[config.mk]
export PLATFORM = sky130hd
export DESIGN_NAME = mips_result_capture
export DESIGN_NICKNAME = d
export VERILOG_FILES = /design/src/rtl/mips_result_capture_pkg.sv /design/src/rtl/mips_result_capture_cap_fifo.sv /design/src/rtl/mips_result_capture.sv
export SDC_FILE = /design/constraint.sdc
export NUM_CORES = 1
export LEC_CHECK = 0
export CAP_MARGIN = 15
export CORE_MARGIN = 2
export CORE_UTILIZATION = 54
export CTS_BUF_LIST = sky130_fd_sc_hd__clkbuf_16
export CTS_CLUSTER_SIZE = 30
export DETAILED_ROUTE_END_ITERATION = 10
export GPL_ROUTABILITY_DRIVEN = 0
export PLACE_DENSITY = 0.82
export SLEW_MARGIN = 20
export SYNTH_ARGS = -nofsm -noshare
export SYNTH_HDL_FRONTEND = slang
export SYNTH_SLANG_ARGS = --single-unit
export TNS_END_PERCENT = 20
[constraint.sdc]
create_clock -name clk -period 2.9 [get_ports clk]
set_input_delay 0.58 -clock clk [delete_from_list [all_inputs] [get_ports clk]]
set_output_delay 0.58 -clock clk [all_outputs]
set_load 0.005 [all_outputs]
[src/rtl/mips_result_capture_pkg.sv]
// Shared constants for the MIPS result-capture slice: bus width and
// default watch address / FIFO geometry.
package mips_result_capture_pkg;

  localparam int unsigned DATA_W       = 32;
  localparam logic [31:0] WATCH_PC_DEF = 32'h0000_0008;
  localparam int unsigned DEPTH_DEF    = 8;
  localparam int unsigned SEQ_W_DEF    = 8;

endpackage

[src/rtl/mips_result_capture_cap_fifo.sv]
// Synchronous first-word-fall-through FIFO with flush; the head entry
// reads as zero while the FIFO is empty.
module cap_fifo #(
  parameter int unsigned WIDTH = 40,
  parameter int unsigned DEPTH = 8
) (
  input  logic                     clk,
  input  logic                     rst_n,
  input  logic                     push,
  input  logic                     pop,
  input  logic                     clear,
  input  logic [WIDTH-1:0]         din,
  output logic [WIDTH-1:0]         dout,
  output logic [$clog2(DEPTH):0]   level,
  output logic                     full,
  output logic                     empty
);

  localparam int unsigned PTR_W = $clog2(DEPTH);
  localparam int unsigned LVL_W = PTR_W + 1;

  logic [WIDTH-1:0] mem_q [DEPTH];
  logic [WIDTH-1:0] mem_d [DEPTH];
  logic [PTR_W-1:0] wr_ptr_q, wr_ptr_d;
  logic [PTR_W-1:0] rd_ptr_q, rd_ptr_d;
  logic [LVL_W-1:0] level_q, level_d;

  always_comb begin
    mem_d    = mem_q;
    wr_ptr_d = wr_ptr_q;
    rd_ptr_d = rd_ptr_q;
    level_d  = level_q;
    if (clear) begin
      wr_ptr_d = '0;
      rd_ptr_d = '0;
      level_d  = '0;
    end else begin
      if (push) begin
        mem_d[wr_ptr_q] = din;
        wr_ptr_d        = wr_ptr_q + PTR_W'(1);
      end
      if (pop) begin
        rd_ptr_d = rd_ptr_q + PTR_W'(1);
      end
      if (push && !pop) begin
        level_d = level_q + LVL_W'(1);
      end else if (!push && pop) begin
        level_d = level_q - LVL_W'(1);
      end
    end
  end

  always_ff @(posedge clk or negedge rst_n) begin
    if (!rst_n) begin
      for (int unsigned i = 0; i < DEPTH; i++) begin
        mem_q[i] <= '0;
      end
      wr_ptr_q <= '0;
      rd_ptr_q <= '0;
      level_q  <= '0;
    end else begin
      mem_q    <= mem_d;
      wr_ptr_q <= wr_ptr_d;
      rd_ptr_q <= rd_ptr_d;
      level_q  <= level_d;
    end
  end

  assign empty = (level_q == '0);
  assign full  = (level_q == LVL_W'(DEPTH));
  assign level = level_q;
  assign dout  = empty ? '0 : mem_q[rd_ptr_q];

endmodule

[src/rtl/mips_result_capture.sv]
// Captures the core's ALU result whenever the PC hits WATCH_PC, tags it
// with a sequence number and streams it out; tracks drops and ordering.
module mips_result_capture
  import mips_result_capture_pkg::*;
#(
  parameter logic [31:0] WATCH_PC = WATCH_PC_DEF,
  parameter int unsigned DEPTH    = DEPTH_DEF,
  parameter int unsigned SEQ_W    = SEQ_W_DEF
) (
  input  logic                    clk,
  input  logic                    rst_n,
  input  logic [DATA_W-1:0]       pc_in,
  input  logic [DATA_W-1:0]       alu_in,
  input  logic                    cap_en,
  input  logic                    clear,
  output logic                    out_valid,
  input  logic                    out_ready,
  output logic [DATA_W-1:0]       out_data,
  output logic [SEQ_W-1:0]        out_seq,
  output logic [$clog2(DEPTH):0]  level,
  output logic                    overflow,
  output logic                    order_err
);

  logic                    take, pop, push, drop;
  logic                    full, empty;
  logic [SEQ_W+DATA_W-1:0] head;

  logic [SEQ_W-1:0]  seq_q, seq_d;
  logic [DATA_W-1:0] prev_q, prev_d;
  logic              first_q, first_d;
  logic              overflow_q, overflow_d;
  logic              order_err_q, order_err_d;

  // A hit coinciding with clear is discarded entirely, including its seq tick.
  always_comb begin
    take        = cap_en && (pc_in == WATCH_PC) && !clear;
    pop         = !empty && out_ready;
    push        = take && (!full || pop);
    drop        = take && full && !pop;
    seq_d       = seq_q;
    prev_d      = prev_q;
    first_d     = first_q;
    overflow_d  = overflow_q;
    order_err_d = order_err_q;
    if (clear) begin
      seq_d       = '0;
      prev_d      = '0;
      first_d     = 1'b1;
      overflow_d  = 1'b0;
      order_err_d = 1'b0;
    end else begin
      if (take) begin
        seq_d = seq_q + SEQ_W'(1);
      end
      if (drop) begin
        overflow_d = 1'b1;
      end
      if (push) begin
        if (!first_q && (alu_in < prev_q)) begin
          order_err_d = 1'b1;
        end
        prev_d  = alu_in;
        first_d = 1'b0;
      end
    end
  end

  always_ff @(posedge clk or negedge rst_n) begin
    if (!rst_n) begin
      seq_q       <= '0;
      prev_q      <= '0;
      first_q     <= 1'b1;
      overflow_q  <= 1'b0;
      order_err_q <= 1'b0;
    end else begin
      seq_q       <= seq_d;
      prev_q      <= prev_d;
      first_q     <= first_d;
      overflow_q  <= overflow_d;
      order_err_q <= order_err_d;
    end
  end

  cap_fifo #(
    .WIDTH (SEQ_W + DATA_W),
    .DEPTH (DEPTH)
  ) u_fifo (
    .clk   (clk),
    .rst_n (rst_n),
    .push  (push),
    .pop   (pop),
    .clear (clear),
    .din   ({seq_q, alu_in}),
    .dout  (head),
    .level (level),
    .full  (full),
    .empty (empty)
  );

  assign out_valid = !empty;
  assign out_seq   = head[SEQ_W+DATA_W-1:DATA_W];
  assign out_data  = head[DATA_W-1:0];
  assign overflow  = overflow_q;
  assign order_err = order_err_q;

endmodule
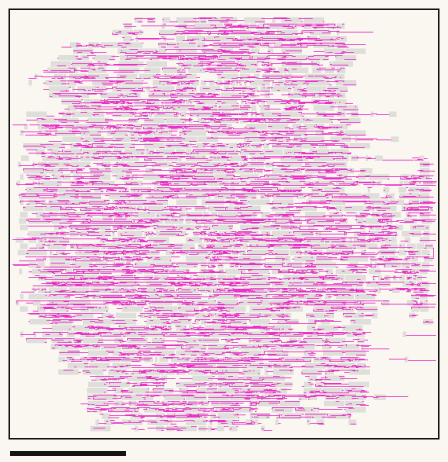
**Above:** signal wires on met1.
Scale bar: 50 um.
longest straight run: 53.8 um
nets with wire on the layer: 1437
main direction: horizontal
share of all routed wire: 42%
Routed WL: 41700 um
Global Route met1 Usage: 0.325
via count: 11083

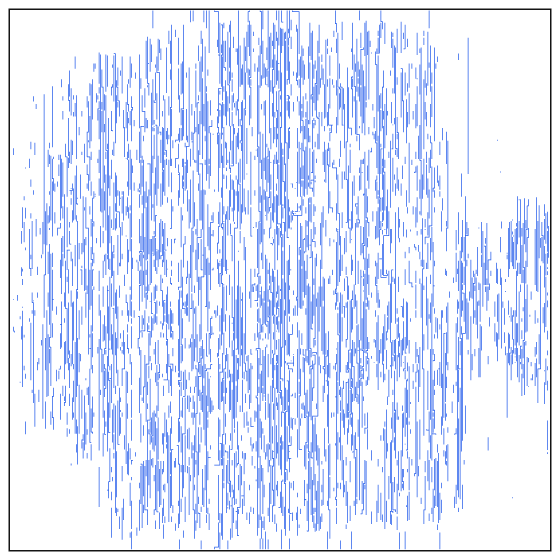
**Above:** M2 wires.
share of all routed wire: 51%
nets with wire on the layer: 1424
longest straight run: 68.6 um
main direction: vertical
GRT met2 Usage: 0.429

==> qor.csv <==
stage,metric,value,unit
status,outcome,"finished, violations left",
status,failing checks,setup timing,
synth,Synth warnings,0,
global_route,grt total ovfl,0,
job,MaxCap Viol Count,0,
clocking,Max clock buf depth,3,
pwr,peak supply drop,0.000497,V
placed_design,count of input and output buffers,115,
synth,Post-Syn Area,17700,sq um
synth,share of flip-flops with an asynchronous set or reset,1.00,
synth,Max-area cell share,0.525,
synth,most common cell in the netlist,dfrtp_1,
route,drt drc,0,
job,Log Warnings,29,
synth,Syn Inst Count,1259,
synth,Top area cell types,"dfrtp_1 (53%), mux2_2 (20%), mux4_2 (10%)",
synth,number of enable flip-flop cells,0,
clocking,CTS tree,done,
cells_and_area,most numerous logic cells after layout,"dfrtp_1 (369), mux2_2 (311), buf_4 (86)",
route,TritonRoute pass-1 iters,5,
synth,ys flop type,dfrtp_1,
sta,setup slack after layout,-124,ps
sta,Period minus WS final,3020,ps
critical_path,crit path from,pc_in[27],
sta,Final setup viols,2,
synth,post-synth cell types,45,
cells_and_area,ANT cells,0,
==> what timing repair did <==
| item | CTS | global route |
|---|---|---|
| buffers inserted | 14 | 3 |
| hold buffers | 0 | 0 |
| cloned | 3 | 0 |
| pin swaps | 10 | 10 |
| endpoints found under the setup margin | 43 | 41 |
| endpoints found under the hold margin | 0 | 0 |
| gates resized | 147 | 77 |
==> logic make-up (layout without fill, tap and decap cells) <==
kind of cell / count (synthesis) / after routing / share of synthesized area
AND-OR/OR-AND: 61 / 61 / 0.0231
XOR/XNOR: 13 / 13 / 0.00642
multiplexers: 446 / 446 / 0.331
adder cells (fa/ha/maj): 37 / 37 / 0.0265
buffers and inverters: 149 / 333 / 0.0344
flip-flops: 373 / 373 / 0.527
AND/OR/NAND/NOR: 180 / 180 / 0.0514
==> stage by stage <==
step / area (sq um) / worst slack [ps]
3_3_place_gp: 19900 / -1040
4_1_cts: 21400 / -195
3_5_place_dp: 19900 / -1070
2_1_floorplan: 17700 / -534
6_report: 21400 / -124
5_1_grt: 21400 / -227
==> worst register-to-register path, stage by stage (launching register included) <==
cell,delay [ps]
dfrtp_1,460
nor4_2,320
inv_1,140
and2_1,220
nor4_4,290
inv_2,90
ha_4,210
a21o_1,160
a21oi_2,160
mux2_4,320
mux2_4,290
==> layer usage <==
layer / vias up / GRT usage / routed length [um]
li1: 4876 / - / -
met1: 5762 / 0.325 / 17400
met2: 353 / 0.429 / 21100
met3: 92 / 0.0393 / 2190
met4: 0 / 0.0835 / 1010
met5: - / 0 / 0
==> power breakdown <==
group,internal (mW),switching (mW)
sequential,5.25,0.0655
combinational,1.30,1.32
clock,2.63,1.97
==> worst paths after layout <==
path                                                 end  depth (start not counted)
hold / removal              u_fifo.mem_q[72]$_DFFE_PN0P_                          1
max in group asynchronous  u_fifo.mem_q[305]$_DFFE_PN0P_                          2
min in group clk            u_fifo.mem_q[34]$_DFFE_PN0P_                          1
setup reg to reg             u_fifo.level[3]$_DFFE_PN0P_                         10
setup / recovery             u_fifo.level[3]$_DFFE_PN0P_                         11
hold reg to reg             u_fifo.mem_q[34]$_DFFE_PN0P_                          1
==> flip-flops by register name, indices dropped and copies added (netlist names) <==
register,count
seq_q,8
first_q,1
u_fifo.mem_q,320
u_fifo.rd_ptr_q,3
overflow,1
order_err,1
u_fifo.level,4
prev_q,32
u_fifo.wr_ptr_q,3
==> layout make-up <==
class                      count  area, sq um
multi-input combinational    737         7970
tap                          442          553
clock inverter                26          138
inverter                      35          131
clock buffer                  41         1030
fill                        2236        11100
sequential                   373         9340
timing repair buffer         231         2230
Power is estimated from default activity; no workload was simulated.
